$ cat config.mk
export PLATFORM = sky130hd
export DESIGN_NAME = coproc0_v2
export DESIGN_NICKNAME = d
export VERILOG_FILES = /design/src/rtl/coproc0_v2_pkg.sv /design/src/rtl/coproc0_v2_irq_sync.sv /design/src/rtl/coproc0_v2.sv
export SDC_FILE = /design/constraint.sdc
export NUM_CORES = 1
export LEC_CHECK = 0
export ABC_AREA = 1
export CAP_MARGIN = 20
export CORE_MARGIN = 2
export CORE_UTILIZATION = 40
export DETAILED_ROUTE_END_ITERATION = 12
export GPL_TIMING_DRIVEN = 0
export MAX_ROUTING_LAYER = met4
export PLACE_DENSITY = 0.7
export SYNTH_ARGS = -nofsm -noshare
export SYNTH_HDL_FRONTEND = slang
export SYNTH_SLANG_ARGS = --single-unit
$ cat constraint.sdc
create_clock -name clk -period 1.7 [get_ports clk]
set_clock_uncertainty 0.05 [all_clocks]
set_input_delay 0.34 -clock clk [delete_from_list [all_inputs] [get_ports clk]]
set_output_delay 0.34 -clock clk [all_outputs]
set_load 0.02 [all_outputs]
$ cat src/rtl/coproc0_v2_pkg.sv
// Shared COP0 definitions: instruction encodings, register numbers, SR/CAUSE bit positions,
// exception codes, the decode-stage pipeline record and the decode-error helper.
package coproc0_v2_pkg;

  localparam logic [31:0] NOP      = 32'h0000_0000;
  localparam logic [5:0]  OP_COP0  = 6'b010000;
  localparam logic [4:0]  COP_MF   = 5'b00000;
  localparam logic [4:0]  COP_MT   = 5'b00100;
  localparam logic [4:0]  COP_CO   = 5'b10000;
  localparam logic [5:0]  FUNC_RFE = 6'b010000;

  typedef enum logic [4:0] {
    REG_COMPARE = 5'h08,
    REG_COUNT   = 5'h09,
    REG_IVT     = 5'h0A,
    REG_PSR     = 5'h0B,
    REG_SR      = 5'h0C,
    REG_CAUSE   = 5'h0D,
    REG_EPC     = 5'h0E,
    REG_PRID    = 5'h0F
  } cop0_reg_e;

  localparam int SR_IE     = 0;
  localparam int SR_IM     = 8;
  localparam int SR_TM     = 30;
  localparam int CAUSE_BD  = 31;
  localparam int CAUSE_TI  = 30;
  localparam int CAUSE_IP  = 8;
  localparam int CAUSE_EXC = 2;

  typedef enum logic [4:0] {
    EXC_INT  = 5'h00,
    EXC_ADEL = 5'h04,
    EXC_ADES = 5'h05,
    EXC_SYS  = 5'h08,
    EXC_BP   = 5'h09,
    EXC_RI   = 5'h0A,
    EXC_OVF  = 5'h0C
  } exc_code_e;

  // One COP0 op travelling from decode to writeback; dat is filled in at p3.
  typedef struct packed {
    logic        mt;
    logic        rfe;
    logic [4:0]  reg_no;
    logic [31:0] dat;
  } cop0_stage_t;

  function automatic logic cop0_decode_err(input logic [31:0] instr);
    logic err;
    err = 1'b0;
    if (instr[31:26] == OP_COP0) begin
      case (instr[25:21])
        COP_MF, COP_MT: err = (instr[10:0] != 11'd0);
        COP_CO:         err = (instr[20:6] != 15'd0) || (instr[5:0] != FUNC_RFE);
        default:        err = 1'b1;
      endcase
    end
    return err;
  endfunction

endpackage

$ cat src/rtl/coproc0_v2_irq_sync.sv
// Two-flop synchroniser for the asynchronous level interrupt lines; output lags input by 2 cycles.
module cop0_irq_sync #(
  parameter int NIRQ = 6
) (
  input  logic            clk,
  input  logic            nrst,
  input  logic [NIRQ-1:0] irq,
  output logic [NIRQ-1:0] irq_sync
);

  logic [NIRQ-1:0] meta;

  always_ff @(posedge clk or negedge nrst) begin
    if (!nrst) begin
      meta     <= '0;
      irq_sync <= '0;
    end else begin
      meta     <= irq;
      irq_sync <= meta;
    end
  end

endmodule

$ cat src/rtl/coproc0_v2.sv
// COP0 v2: decodes COP0 ops, commits MT/RFE/exception entry at writeback, raises interrupts.
// Optional COUNT/COMPARE timer is built only when COP0_TIMER_EN is defined.
module coproc0_v2 #(
  parameter int          NIRQ           = 6,
  parameter int          IE_STACK_DEPTH = 3,
  parameter int          IVT_ALIGN      = 10,
  parameter logic [31:0] PROCID         = 32'h0001_0200
) (
  input  logic                  clk,
  input  logic                  nrst,
  input  logic                  i_exec_stall,
  input  logic                  i_mem_stall,
  input  logic                  i_fetch_stall,
  output logic                  o_decode_error,
  input  logic                  i_except_start,
  input  logic                  i_except_dly_slt,
  input  logic [4:0]            i_except_code,
  input  logic [31:0]           i_except_raddr,
  input  logic [31:0]           i_except_raddr_dly,
  input  logic                  i_nullify_decode,
  input  logic                  i_nullify_execute,
  input  logic                  i_nullify_mem,
  input  logic                  i_nullify_wb,
  input  logic [NIRQ-1:0]       i_irq,
  output logic                  o_irq_pending,
  output logic [31-IVT_ALIGN:0] o_cop0_ivtbase,
  output logic                  o_cop0_ie,
  input  logic [31:0]           i_instr,
  output logic                  o_cop0_op_p1,
  output logic [4:0]            o_cop0_cop_p1,
  output logic [4:0]            o_cop0_reg_no_p1,
  output logic [4:0]            o_cop0_rt_no_p1,
  output logic [31:0]           o_cop0_reg_val_p1,
  input  logic [31:0]           i_cop0_alu_result_p2
);
  import coproc0_v2_pkg::*;

  localparam int D = IE_STACK_DEPTH;

  logic                  core_stall;
  logic [31:0]           instr_p1;
  logic                  op_p1, err_p1, mt_p1, rfe_p1;
  cop0_stage_t           p2, p3, wb, p2_d, p3_d;
  logic                  wb_rfe, wb_mt, exc_take;
  logic [D-1:0]          ie_stack;
  logic [NIRQ-1:0]       im, ip;
  logic                  bd;
  logic [4:0]            exc;
  logic [31:0]           epc;
  logic [31-IVT_ALIGN:0] ivt_base;
  logic [31:0]           count, compare;
  logic                  ti, tm;
  logic [31:0]           rd_val;

  assign core_stall = i_exec_stall | i_mem_stall | i_fetch_stall;

  assign op_p1          = (instr_p1[31:26] == OP_COP0);
  assign err_p1         = cop0_decode_err(instr_p1);
  assign mt_p1          = op_p1 && !err_p1 && (instr_p1[25:21] == COP_MT);
  assign rfe_p1         = op_p1 && !err_p1 && (instr_p1[25:21] == COP_CO);
  assign o_decode_error = err_p1;
  assign o_cop0_op_p1   = op_p1;
  assign o_cop0_cop_p1  = (op_p1 && (instr_p1[25:21] == COP_MF || instr_p1[25:21] == COP_MT))
                          ? instr_p1[25:21] : 5'd0;
  assign o_cop0_rt_no_p1   = instr_p1[20:16];
  assign o_cop0_reg_no_p1  = instr_p1[15:11];
  assign o_cop0_reg_val_p1 = rd_val;

  always_comb begin
    p2_d = '0;
    if (!i_nullify_execute) begin
      p2_d.mt     = mt_p1;
      p2_d.rfe    = rfe_p1;
      p2_d.reg_no = instr_p1[15:11];
    end
    p3_d = '0;
    if (!i_nullify_mem) begin
      p3_d     = p2;
      p3_d.dat = i_cop0_alu_result_p2;
    end
  end

  always_ff @(posedge clk or negedge nrst) begin
    if (!nrst) begin
      instr_p1 <= NOP;
      p2       <= '0;
      p3       <= '0;
      wb       <= '0;
    end else if (!core_stall) begin
      instr_p1 <= i_nullify_decode ? NOP : i_instr;
      p2       <= p2_d;
      p3       <= p3_d;
      wb       <= p3;
    end
  end

  // RFE beats MT (mutually exclusive anyway); both beat exception entry.
  assign wb_rfe   = !core_stall && !i_nullify_wb && wb.rfe;
  assign wb_mt    = !core_stall && !i_nullify_wb && wb.mt;
  assign exc_take = !core_stall && !wb_rfe && !wb_mt && i_except_start;

  always_ff @(posedge clk or negedge nrst) begin
    if (!nrst) begin
      ie_stack <= '0;
      im       <= '0;
      bd       <= 1'b0;
      exc      <= '0;
      epc      <= '0;
      ivt_base <= '0;
    end else if (wb_rfe) begin
      ie_stack <= {1'b0, ie_stack[D-1:1]};
    end else if (wb_mt) begin
      case (wb.reg_no)
        REG_IVT:   ivt_base <= wb.dat[31:IVT_ALIGN];
        REG_PSR:   ie_stack[D-1:1] <= wb.dat[D-2:0];
        REG_SR: begin
          ie_stack[0] <= wb.dat[SR_IE];
          im          <= wb.dat[SR_IM +: NIRQ];
        end
        REG_CAUSE: begin
          bd  <= wb.dat[CAUSE_BD];
          exc <= wb.dat[CAUSE_EXC +: 5];
        end
        REG_EPC:   epc <= wb.dat;
        default:   ;
      endcase
    end else if (exc_take) begin
      ie_stack <= {ie_stack[D-2:0], 1'b0};
      bd       <= i_except_dly_slt;
      epc      <= i_except_dly_slt ? i_except_raddr_dly : i_except_raddr;
      exc      <= i_except_code;
    end
  end

`ifdef COP0_TIMER_EN
  logic wr_count, wr_compare, wr_sr;

  assign wr_count   = wb_mt && (wb.reg_no == REG_COUNT);
  assign wr_compare = wb_mt && (wb.reg_no == REG_COMPARE);
  assign wr_sr      = wb_mt && (wb.reg_no == REG_SR);

  // COUNT free-runs through stalls; a committed write overrides the increment.
  always_ff @(posedge clk or negedge nrst) begin
    if (!nrst) begin
      count   <= '0;
      compare <= '0;
      ti      <= 1'b0;
      tm      <= 1'b0;
    end else begin
      count <= wr_count ? wb.dat : count + 32'd1;
      if (wr_compare) compare <= wb.dat;
      if (wr_compare) ti <= 1'b0;
      else if (count == compare - 32'd1) ti <= 1'b1;
      if (wr_sr) tm <= wb.dat[SR_TM];
    end
  end
`else
  assign count   = '0;
  assign compare = '0;
  assign ti      = 1'b0;
  assign tm      = 1'b0;
`endif

  cop0_irq_sync #(.NIRQ(NIRQ)) u_irq_sync (
    .clk      (clk),
    .nrst     (nrst),
    .irq      (i_irq),
    .irq_sync (ip)
  );

  always_ff @(posedge clk or negedge nrst) begin
    if (!nrst) o_irq_pending <= 1'b0;
    else       o_irq_pending <= ie_stack[0] & ((|(ip & im)) | (ti & tm));
  end

  always_comb begin
    rd_val = '0;
    case (instr_p1[15:11])
      REG_COMPARE: rd_val = compare;
      REG_COUNT:   rd_val = count;
      REG_IVT:     rd_val = {ivt_base, {IVT_ALIGN{1'b0}}};
      REG_PSR:     rd_val[D-2:0] = ie_stack[D-1:1];
      REG_SR: begin
        rd_val[SR_IE]          = ie_stack[0];
        rd_val[SR_IM +: NIRQ]  = im;
        rd_val[SR_TM]          = tm;
      end
      REG_CAUSE: begin
        rd_val[CAUSE_BD]         = bd;
        rd_val[CAUSE_TI]         = ti;
        rd_val[CAUSE_IP +: NIRQ] = ip;
        rd_val[CAUSE_EXC +: 5]   = exc;
      end
      REG_EPC:     rd_val = epc;
      REG_PRID:    rd_val = PROCID;
      default:     rd_val = '0;
    endcase
  end

  assign o_cop0_ie      = ie_stack[0];
  assign o_cop0_ivtbase = ivt_base;

endmodule

==> qor.yml <==
run_status:
  status: "finished with violations"
  violations: "negative setup slack"
clocking:
  cts_setup_buffers: 26
  clock-sinks: 199
  clockBufferDepth: 2
  cts_buffers: 17
global_route:
  grt_pass1_vias: 8137
critical_path:
  r2r_end: "epc[7]"
  path_buffers: 5
  cp_slowest_cell: "dfrtp_2"
  critical-path-top-delay-family: "buffers and inverters"
  path_class: "register to primary output"
final_timing:
  setup_slack_ns: -0.5873
  setup_violations: 38
logic_synthesis:
  yosysChipArea_sq_um: 9144
  synth_area_sq_um: 9144
  synthDistinctLibCells: 33
  xor_area_share_pct: 0
cells_and_area:
  syn_to_final_growth_pct: 42.77
  comb.multi_input.count: 756
  instances_no_fill: 1706
  lay_top_cells: "nand2_1, dfrtp_1, o21ai_0, clkdlybuf4s50_1, inv_1"
  clock_area_share_pct: 4.476
detailed_routing:
  drt_iter0_markers: 571
power_and_ir_drop:
  pg_seq_w: 0.00580
  finalPower_w: 0.01202
floorplan:
  die_h_um: 155.2
place:
  post_dp_cell_area_sq_um: 11720
  io_buffers: 217
[worst register-to-register path, cell delays in order, from the launching register on]
cell	delay, ns
dfrtp_1	0.41
nand4_4	0.20
clkbuf_1	0.49
o211ai_1	0.19
nand2_1	0.10
nand2_1	0.08
nand2_1	0.09
[synthesized netlist by cell type]
| cell type | n | area [sq um] |
|---|---|---|
| buf_6 | 3 | 33.78 |
| nor2_4 | 2 | 22.52 |
| o21a_1 | 1 | 7.510 |
| inv_2 | 3 | 11.26 |
| a31oi_1 | 1 | 6.260 |
| nand2_4 | 1 | 11.26 |
| nand4_1 | 10 | 62.56 |
| nand3_1 | 63 | 315.3 |
| clkbuf_1 | 31 | 116.4 |
| a22o_1 | 22 | 192.7 |
| o21ai_0 | 148 | 740.7 |
| o21ai_1 | 34 | 170.2 |
| nand4_4 | 1 | 21.27 |
| nand2_1 | 411 | 1543 |
| or2_2 | 2 | 12.51 |
| and3_1 | 1 | 6.260 |
| buf_2 | 22 | 110.1 |
| buf_1 | 4 | 15.01 |
| nor3_1 | 5 | 25.02 |
| o2111ai_1 | 1 | 8.760 |
| buf_4 | 18 | 135.1 |
| nor2_8 | 1 | 20.02 |
| a21oi_1 | 7 | 35.03 |
| o211ai_1 | 1 | 7.510 |
| clkinv_2 | 1 | 5.000 |
| nand2_2 | 4 | 25.02 |
| nor2_1 | 33 | 123.9 |
| nand3b_1 | 1 | 7.510 |
| dfrtp_1 | 199 | 4980 |
| mux2i_1 | 1 | 10.01 |
| nor2_2 | 1 | 6.260 |
| conb_1 | 1 | 3.750 |
| inv_1 | 94 | 352.8 |
[per-layer routing]
layer	routed length, um	part of all wire [%]
met1	12110	43
met2	13310	47
met3	2064	7.3
met4	620	2.2
met5	0	0
==> images/congestion.png <==
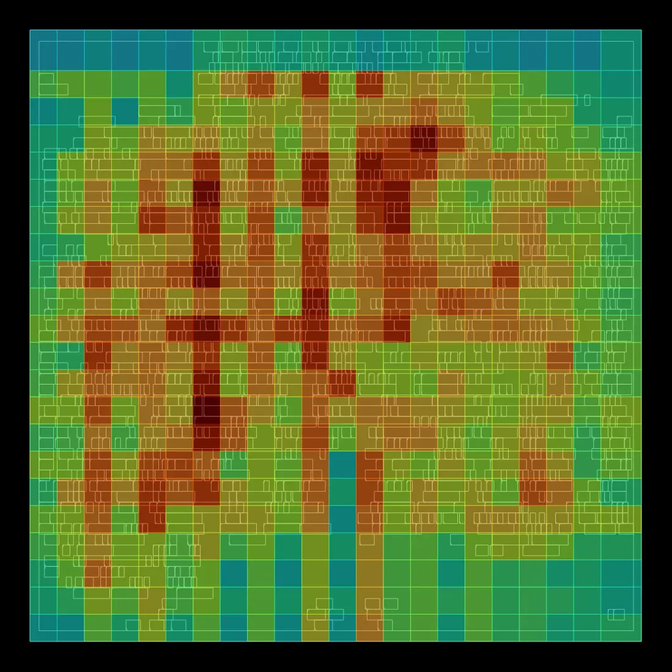
GRT Util Overall: 23.69%
met3 Resource Use GR: 4.178%
final core occ: 57.84%
GR peak layer: met2
GR Layer Usage met2: 37.84%

==> images/logic_types.png <==
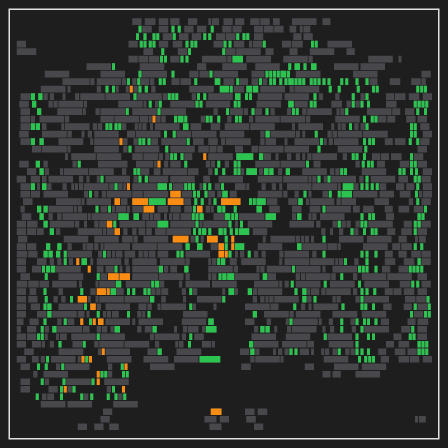
- green: NAND gates (cells 491)
- orange: NOR gates (cells 42)

==> images/placement_by_type.png <==
Scale bar: 50 um.
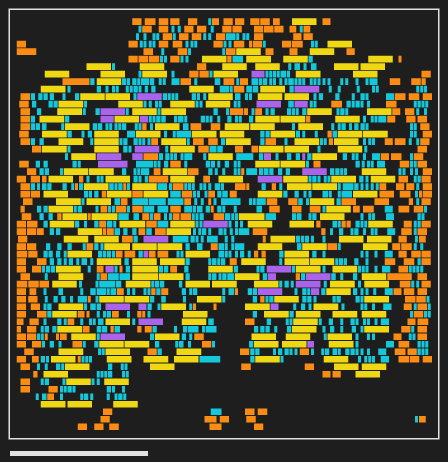
- yellow: flops (cells 199)
- orange: other buffers and delay cells (cells 336)
- purple: clock drivers and dummy loads (cells 32)
- cyan: combinational and other logic (cells 854)

==> images/wires.png <==
Scale bar: 50 um. Only two layers are drawn.
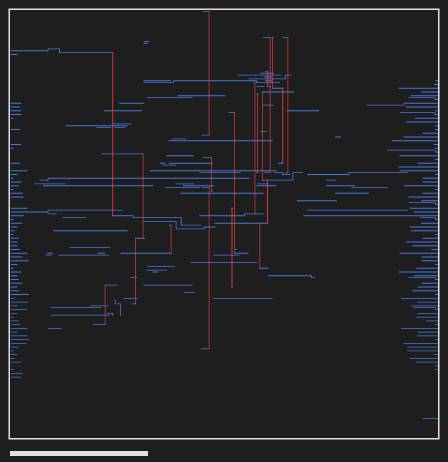
- blue: metal 3 (wire length 2060 um)
- red: metal 4 (wire length 621 um)
Wirelength per Cell: 16.47 um
detailed-route via count: 8616
drt total wl: 28100 um

